==> src/rtl/echo_request_arbiter.sv <==
// Two-requester round-robin arbiter in front of a single echo request port.
// The echo indication path is routed back to the originating requester
// using a tag FIFO that records the source id of every issued request.
// The FIFO is needed because responses come back in issue order.
module echo_request_arbiter #(
  parameter int TAG_DEPTH = 4
) (
  input  logic        CLK,
  input  logic        nRST,

  input  logic        req0_say__ENA,
  input  logic [31:0] req0_say_meth,
  input  logic [31:0] req0_say_v,
  output logic        req0_say__RDY,

  input  logic        req1_say__ENA,
  input  logic [31:0] req1_say_meth,
  input  logic [31:0] req1_say_v,
  output logic        req1_say__RDY,

  output logic        echo_say__ENA,
  output logic [31:0] echo_say_meth,
  output logic [31:0] echo_say_v,
  input  logic        echo_say__RDY,

  input  logic        echo_heard__ENA,
  input  logic [31:0] echo_heard_meth,
  input  logic [31:0] echo_heard_v,
  output logic        echo_heard__RDY,

  output logic        ind0_heard__ENA,
  output logic [31:0] ind0_heard_meth,
  output logic [31:0] ind0_heard_v,
  input  logic        ind0_heard__RDY,

  output logic        ind1_heard__ENA,
  output logic [31:0] ind1_heard_meth,
  output logic [31:0] ind1_heard_v,
  input  logic        ind1_heard__RDY,

  output logic        proto_err
);

  localparam int PTR_W = (TAG_DEPTH > 1) ? $clog2(TAG_DEPTH) : 1;
  localparam int CNT_W = PTR_W + 1;
  localparam logic [CNT_W-1:0] FULL_CNT = CNT_W'(TAG_DEPTH);

  // Holding buffers, one per requester
  logic [1:0]        valid_q, valid_d;
  logic [1:0][31:0]  meth_q, meth_d;
  logic [1:0][31:0]  v_q, v_d;
  logic              last_q, last_d;

  // Tag FIFO: each entry is the source id of an issued request
  logic [TAG_DEPTH-1:0] tags_q, tags_d;
  logic [PTR_W-1:0]     wr_ptr_q, wr_ptr_d;
  logic [PTR_W-1:0]     rd_ptr_q, rd_ptr_d;
  logic [CNT_W-1:0]     count_q, count_d;

  logic proto_err_q, proto_err_d;

  // Combinational helpers
  logic [1:0]       req_ena;
  logic [1:0][31:0] req_meth;
  logic [1:0][31:0] req_v;
  logic [1:0]       req_acc;
  logic             any_valid;
  logic             sel;
  logic             tag_full;
  logic             tag_empty;
  logic             issue;
  logic             head;
  logic             head_rdy;
  logic             heard_xfer;
  logic             route0;
  logic             route1;

  assign req_ena  = {req1_say__ENA, req0_say__ENA};
  assign req_meth = {req1_say_meth, req0_say_meth};
  assign req_v    = {req1_say_v,    req0_say_v};

  // Request acceptance, round-robin source select and issue qualification
  always_comb begin
    req_acc   = req_ena & ~valid_q;
    any_valid = |valid_q;
    // On a tie the source that did not issue last wins; otherwise the single
    // valid source is chosen (valid_q[1] is 0 when only buffer 0 is valid).
    sel       = (valid_q == 2'b11) ? ~last_q : valid_q[1];
    tag_full  = (count_q == FULL_CNT);
    tag_empty = (count_q == '0);
    issue     = any_valid & echo_say__RDY & ~tag_full;
  end

  // Response routing driven by the tag at the FIFO head
  always_comb begin
    head       = tags_q[rd_ptr_q];
    head_rdy   = head ? ind1_heard__RDY : ind0_heard__RDY;
    heard_xfer = echo_heard__ENA & ~tag_empty & head_rdy;
    route0     = ~tag_empty & ~head;
    route1     = ~tag_empty & head;
  end

  // Output drive
  always_comb begin
    req0_say__RDY   = ~valid_q[0];
    req1_say__RDY   = ~valid_q[1];

    echo_say__ENA   = issue;
    echo_say_meth   = any_valid ? meth_q[sel] : '0;
    echo_say_v      = any_valid ? v_q[sel]    : '0;

    echo_heard__RDY = ~tag_empty & head_rdy;

    ind0_heard__ENA = heard_xfer & ~head;
    ind0_heard_meth = route0 ? echo_heard_meth : '0;
    ind0_heard_v    = route0 ? echo_heard_v    : '0;

    ind1_heard__ENA = heard_xfer & head;
    ind1_heard_meth = route1 ? echo_heard_meth : '0;
    ind1_heard_v    = route1 ? echo_heard_v    : '0;

    proto_err       = proto_err_q;
  end

  // Next state for holding buffers and round-robin pointer
  always_comb begin
    valid_d = valid_q;
    meth_d  = meth_q;
    v_d     = v_q;
    last_d  = last_q;

    // A buffer can never be accepted and issued in the same cycle: accept
    // needs it empty, issue needs it full.
    if (issue) begin
      valid_d[sel] = 1'b0;
      last_d       = sel;
    end

    for (int k = 0; k < 2; k++) begin
      if (req_acc[k]) begin
        valid_d[k] = 1'b1;
        meth_d[k]  = req_meth[k];
        v_d[k]     = req_v[k];
      end
    end
  end

  // Next state for the tag FIFO and protocol error flag
  always_comb begin
    tags_d      = tags_q;
    wr_ptr_d    = wr_ptr_q;
    rd_ptr_d    = rd_ptr_q;
    count_d     = count_q;
    proto_err_d = proto_err_q | (echo_heard__ENA & tag_empty);

    // issue already excludes the full case, so a pop in the same cycle
    // cannot sneak a push past a full FIFO.
    if (issue) begin
      tags_d[wr_ptr_q] = sel;
      wr_ptr_d         = wr_ptr_q + PTR_W'(1);
    end

    if (heard_xfer) begin
      rd_ptr_d = rd_ptr_q + PTR_W'(1);
    end

    unique case ({issue, heard_xfer})
      2'b10:   count_d = count_q + CNT_W'(1);
      2'b01:   count_d = count_q - CNT_W'(1);
      default: count_d = count_q;
    endcase
  end

  // State registers; last resets to 1 so requester 0 wins the first tie
  always_ff @(posedge CLK or negedge nRST) begin
    if (!nRST) begin
      valid_q     <= '0;
      meth_q      <= '0;
      v_q         <= '0;
      last_q      <= 1'b1;
      tags_q      <= '0;
      wr_ptr_q    <= '0;
      rd_ptr_q    <= '0;
      count_q     <= '0;
      proto_err_q <= 1'b0;
    end else begin
      valid_q     <= valid_d;
      meth_q      <= meth_d;
      v_q         <= v_d;
      last_q      <= last_d;
      tags_q      <= tags_d;
      wr_ptr_q    <= wr_ptr_d;
      rd_ptr_q    <= rd_ptr_d;
      count_q     <= count_d;
      proto_err_q <= proto_err_d;
    end
  end

endmodule

==> config.mk <==
export PLATFORM = sky130hd
export DESIGN_NAME = echo_request_arbiter
export DESIGN_NICKNAME = d
export VERILOG_FILES = /design/src/rtl/echo_request_arbiter.sv
export SDC_FILE = /design/constraint.sdc
export NUM_CORES = 1
export LEC_CHECK = 0
export CAP_MARGIN = 20
export CORE_AREA = 8 8 148 150
export DETAILED_ROUTE_END_ITERATION = 10
export DIE_AREA = 0 0 156 158
export PLACE_DENSITY = 0.82
export SLEW_MARGIN = 20
export SYNTH_ARGS = -nofsm -noshare
export SYNTH_HDL_FRONTEND = slang
export SYNTH_SLANG_ARGS = --single-unit
==> constraint.sdc <==
create_clock -name CLK -period 4.5 [get_ports CLK]
set_input_delay 0.45 -clock CLK [delete_from_list [all_inputs] [get_ports CLK]]
set_output_delay 0.45 -clock CLK [all_outputs]
set_load 0.005 [all_outputs]
final_congestion.png
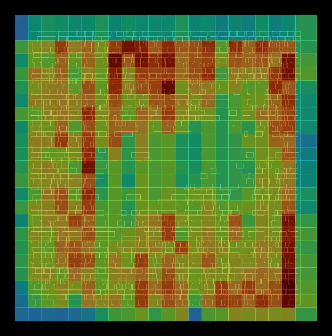
GR peak layer: met2
wire length per cell: 19.3 µm

wire_density.png
Bar = 50 µm. 31 x 32 tiles, from dark blue (low) to red (high), scaled to the fullest tile. Values are wire area over tile area, all layers added.
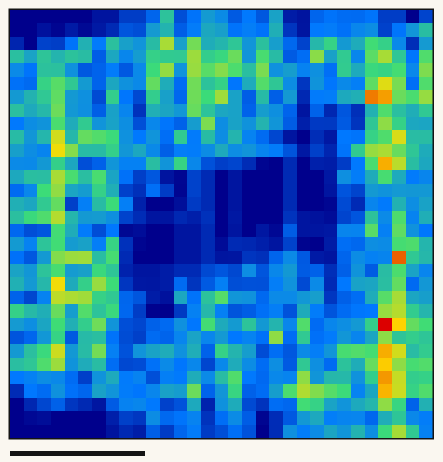
fullest tile: 0.64
mean over tiles: 0.19
tiles over half the peak: 13%
emptiest ninth of the die: centre
GRT Resource Usage Total: 21.8%
vias: 6944
Post-Route WL: 27.6 mm

density.png
Bar = 50 µm. 16 x 16 tiles, from dark blue (low) to red (high), 0 to 100% covered.
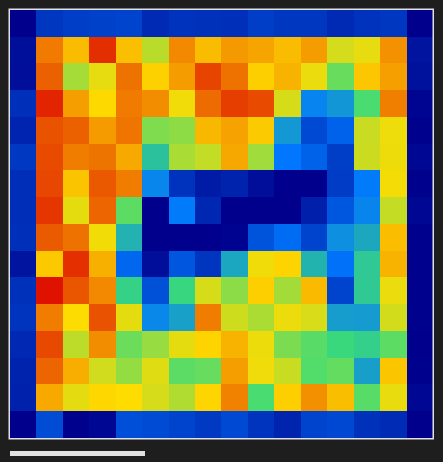
emptiest ninth of the die: centre
mean over tiles: 48%
fullest tile: 98%
nearly empty tiles: 11%
tiles over 75% full: 31%
Core ar.: 19700 µm²
Core Util at FP: 37.0%
Final Util: 61.4%

==> changes_impl.md <==
### Physical design

* Outcome: finished, final reports clean
* Yosys Instances at 777
* Pwr/cell area at 776 nW/µm²
* Clk latency late pin at 0.42 ns
* Leak pwr at 5.14 nW
* Startpoint Class: register
* Tmin final at 3.44 ns
* Final GP Congestion at 1.00
* Worst-case reg-to-reg path depth at 11
* Dominant comb cell: multiplexers
* Log Warnings at 29
* Number of global-route vias before repair at 7245
* Top cells excl fill/tap: 397 x clkdlybuf4s50_1, 198 x nand2_1, 141 x dfrtp_1
* And+or+nand+nor area frac at 17.9%
* YS chip area at 7300 µm²
* Worst-margin pin slew at 0.867 ns
* Crit path DAT at 2.99 ns
* Clock transition at path regs at 0.06 ns
* Unrepaired setup endpoints after global routing: false
* Hold_buf cts at 0
* Slew Limit Fails at 0
* Post-CTS sizing at 0
* CTS Buffer Depth at 2
* Max_cap viols at 0
* R2R Path Start: rd_ptr_q[1]
* Largest net degree at the start of global routing at 78
* Dominant logic cell type in the layout: clkdlybuf4s50_1
* Fill count at 1626
* Syn avg cell area at 9.40 µm²
* Nets at 1352
* Synth warn at 0
* Largest cells by area after synthesis: dfrtp_1 49%, mux2_2 20%, nand2_1 10%, nor2_1 7.0%, o21ai_0 4.5%
* Clock sink count at 143
* Initial drt markers at 318
* Via-to-Cell Ratio at 4.86
* Number of distinct library cells after synthesis at 29
* Max Clk Rate at 291 MHz
* Crit Path Category: reg -> out
* Worst Hold Class: in -> async
* IO Pins at 399
* Yosys aoi share at 5.48%
* Layout area overhead at 65.8%
* Setup Buffers After CTS at 0
* Final setup vio count at 0
* Yosys xor share at 0.600%
* CTS root buf: clkbuf_16
* First-pass GRT wire length at 41.2 mm
* Max-slew headroom at 42.2%
* Number of enable flip-flop cells at 0
* Die ar. at 24600 µm²
* Synth mux share at 21.5%
* Worst Setup End Kind: output pin
* Total CTS buffers at 17
* Source of the critical timing path: rd_ptr_q[1]
* R2r setup slk at 1.66 ns
* # DRC at 0
* Global route total overflow at 0
* Drt pass-1 iters at 4
* Post-route setup slack at 1.06 ns
* Fraction of layout cells with a size suffix above 1 at 15.7%
* Most common reg cell: dfrtp_1
* Worst vdd ir at 0.540 mV
* Post-route ant nets at 0
* Synth Instances at 777
* Synthesized registers at 143
* H-tree Lvls at 4
* Fin Setup TNS at 0 ns
* Adder share at 1.13%
* Net count entering floorplan at 983
* CP Capture Point: ind1_heard_v[29]
* Pre-CTS WS at 1.50 ns
* TritonCTS clock tree: done
* Post-synth ARST share at 100%
* Crit-path max FO at 44
* Mapped Area at 7300 µm²
* Area leader, netlist: dfrtp_1
* Chip width at 156 µm
* PortBufs at 398
* Initial antenna violation count at 0
* DIE HEIGHT at 158 µm
* Worst hold slack at 0.0147 ns
* Clock skew at 0.00790 ns
* Worst reg2reg endpoint: count_q[2]
* Sequential fraction of the synthesis area at 49.0%
* Hpwl dp at 21.1 mm
* Crit path DRT at 4.05 ns
* Fin crit share at 76.4%
* Total power at 9.40 mW
* Dominant cell area share at 48.7%
* Num rows at 52
* Final hold vios at 0
flip-flops by register name (all words and copies together) (netlist names), 2 cells and up:
register / flops
valid_q: 2
meth_q: 64
count_q: 3
v_q: 64
rd_ptr_q: 2
wr_ptr_q: 2
tags_q: 4
per-layer routing:
| metal | share of wire [%] | global-route usage (%) |
|---|---|---|
| met1 | 36 | 22.1 |
| met2 | 51 | 39.8 |
| met3 | 9.9 | 8.54 |
| met4 | 2.9 | 8.23 |
| met5 | 0 | 0 |
area by class of cell:
cell class / count / area [µm²] / share of cell area [%]
timing repair buffer: 408 / 4090 / 33.8
sequential: 143 / 3580 / 29.6
multi-input combinational: 567 / 3430 / 28.4
clock buffer: 17 / 425 / 3.51
tap: 270 / 338 / 2.79
clock inverter: 14 / 205 / 1.70
inverter: 9 / 33.8 / 0.279
antenna: 1 / 2.50 / 0.0207
worst max-delay path, cell delays in order, from the launching register on:
cell,delay (ns)
dfrtp_1,0.41
mux2i_1,0.41
mux2_2,0.82
buf_4,0.37
nor2_1,0.08
clkdlybuf4s50_1,0.46
synthesized netlist by cell type, types with 2 or more instances:
cell,count
xnor2_1,2
o21ai_0,65
clkbuf_1,16
mux2i_1,6
inv_1,8
nor2_1,137
buf_4,6
xor2_1,3
dfrtp_1,142
mux2_1,4
mux2_2,130
a21oi_1,4
ha_1,5
nand2_1,198
a31oi_1,2
buf_2,36
power by group:
part,leakage [nW],switching [mW],total [mW],internal [mW]
registers,1.68,0.426,2.38,1.95
clock network,0.302,0.570,1.51,0.937
logic,3.16,2.40,5.51,3.11
total,5.14,3.40,9.40,6.00
metrics by stage:
stage,cell area [µm²],cells
global placement,11500,1397
global route,12100,1428
detailed placement,11500,1397
floorplan,7300,777
CTS,12100,1428
finish,12100,1429
Power and IR drop assume default switching activity.
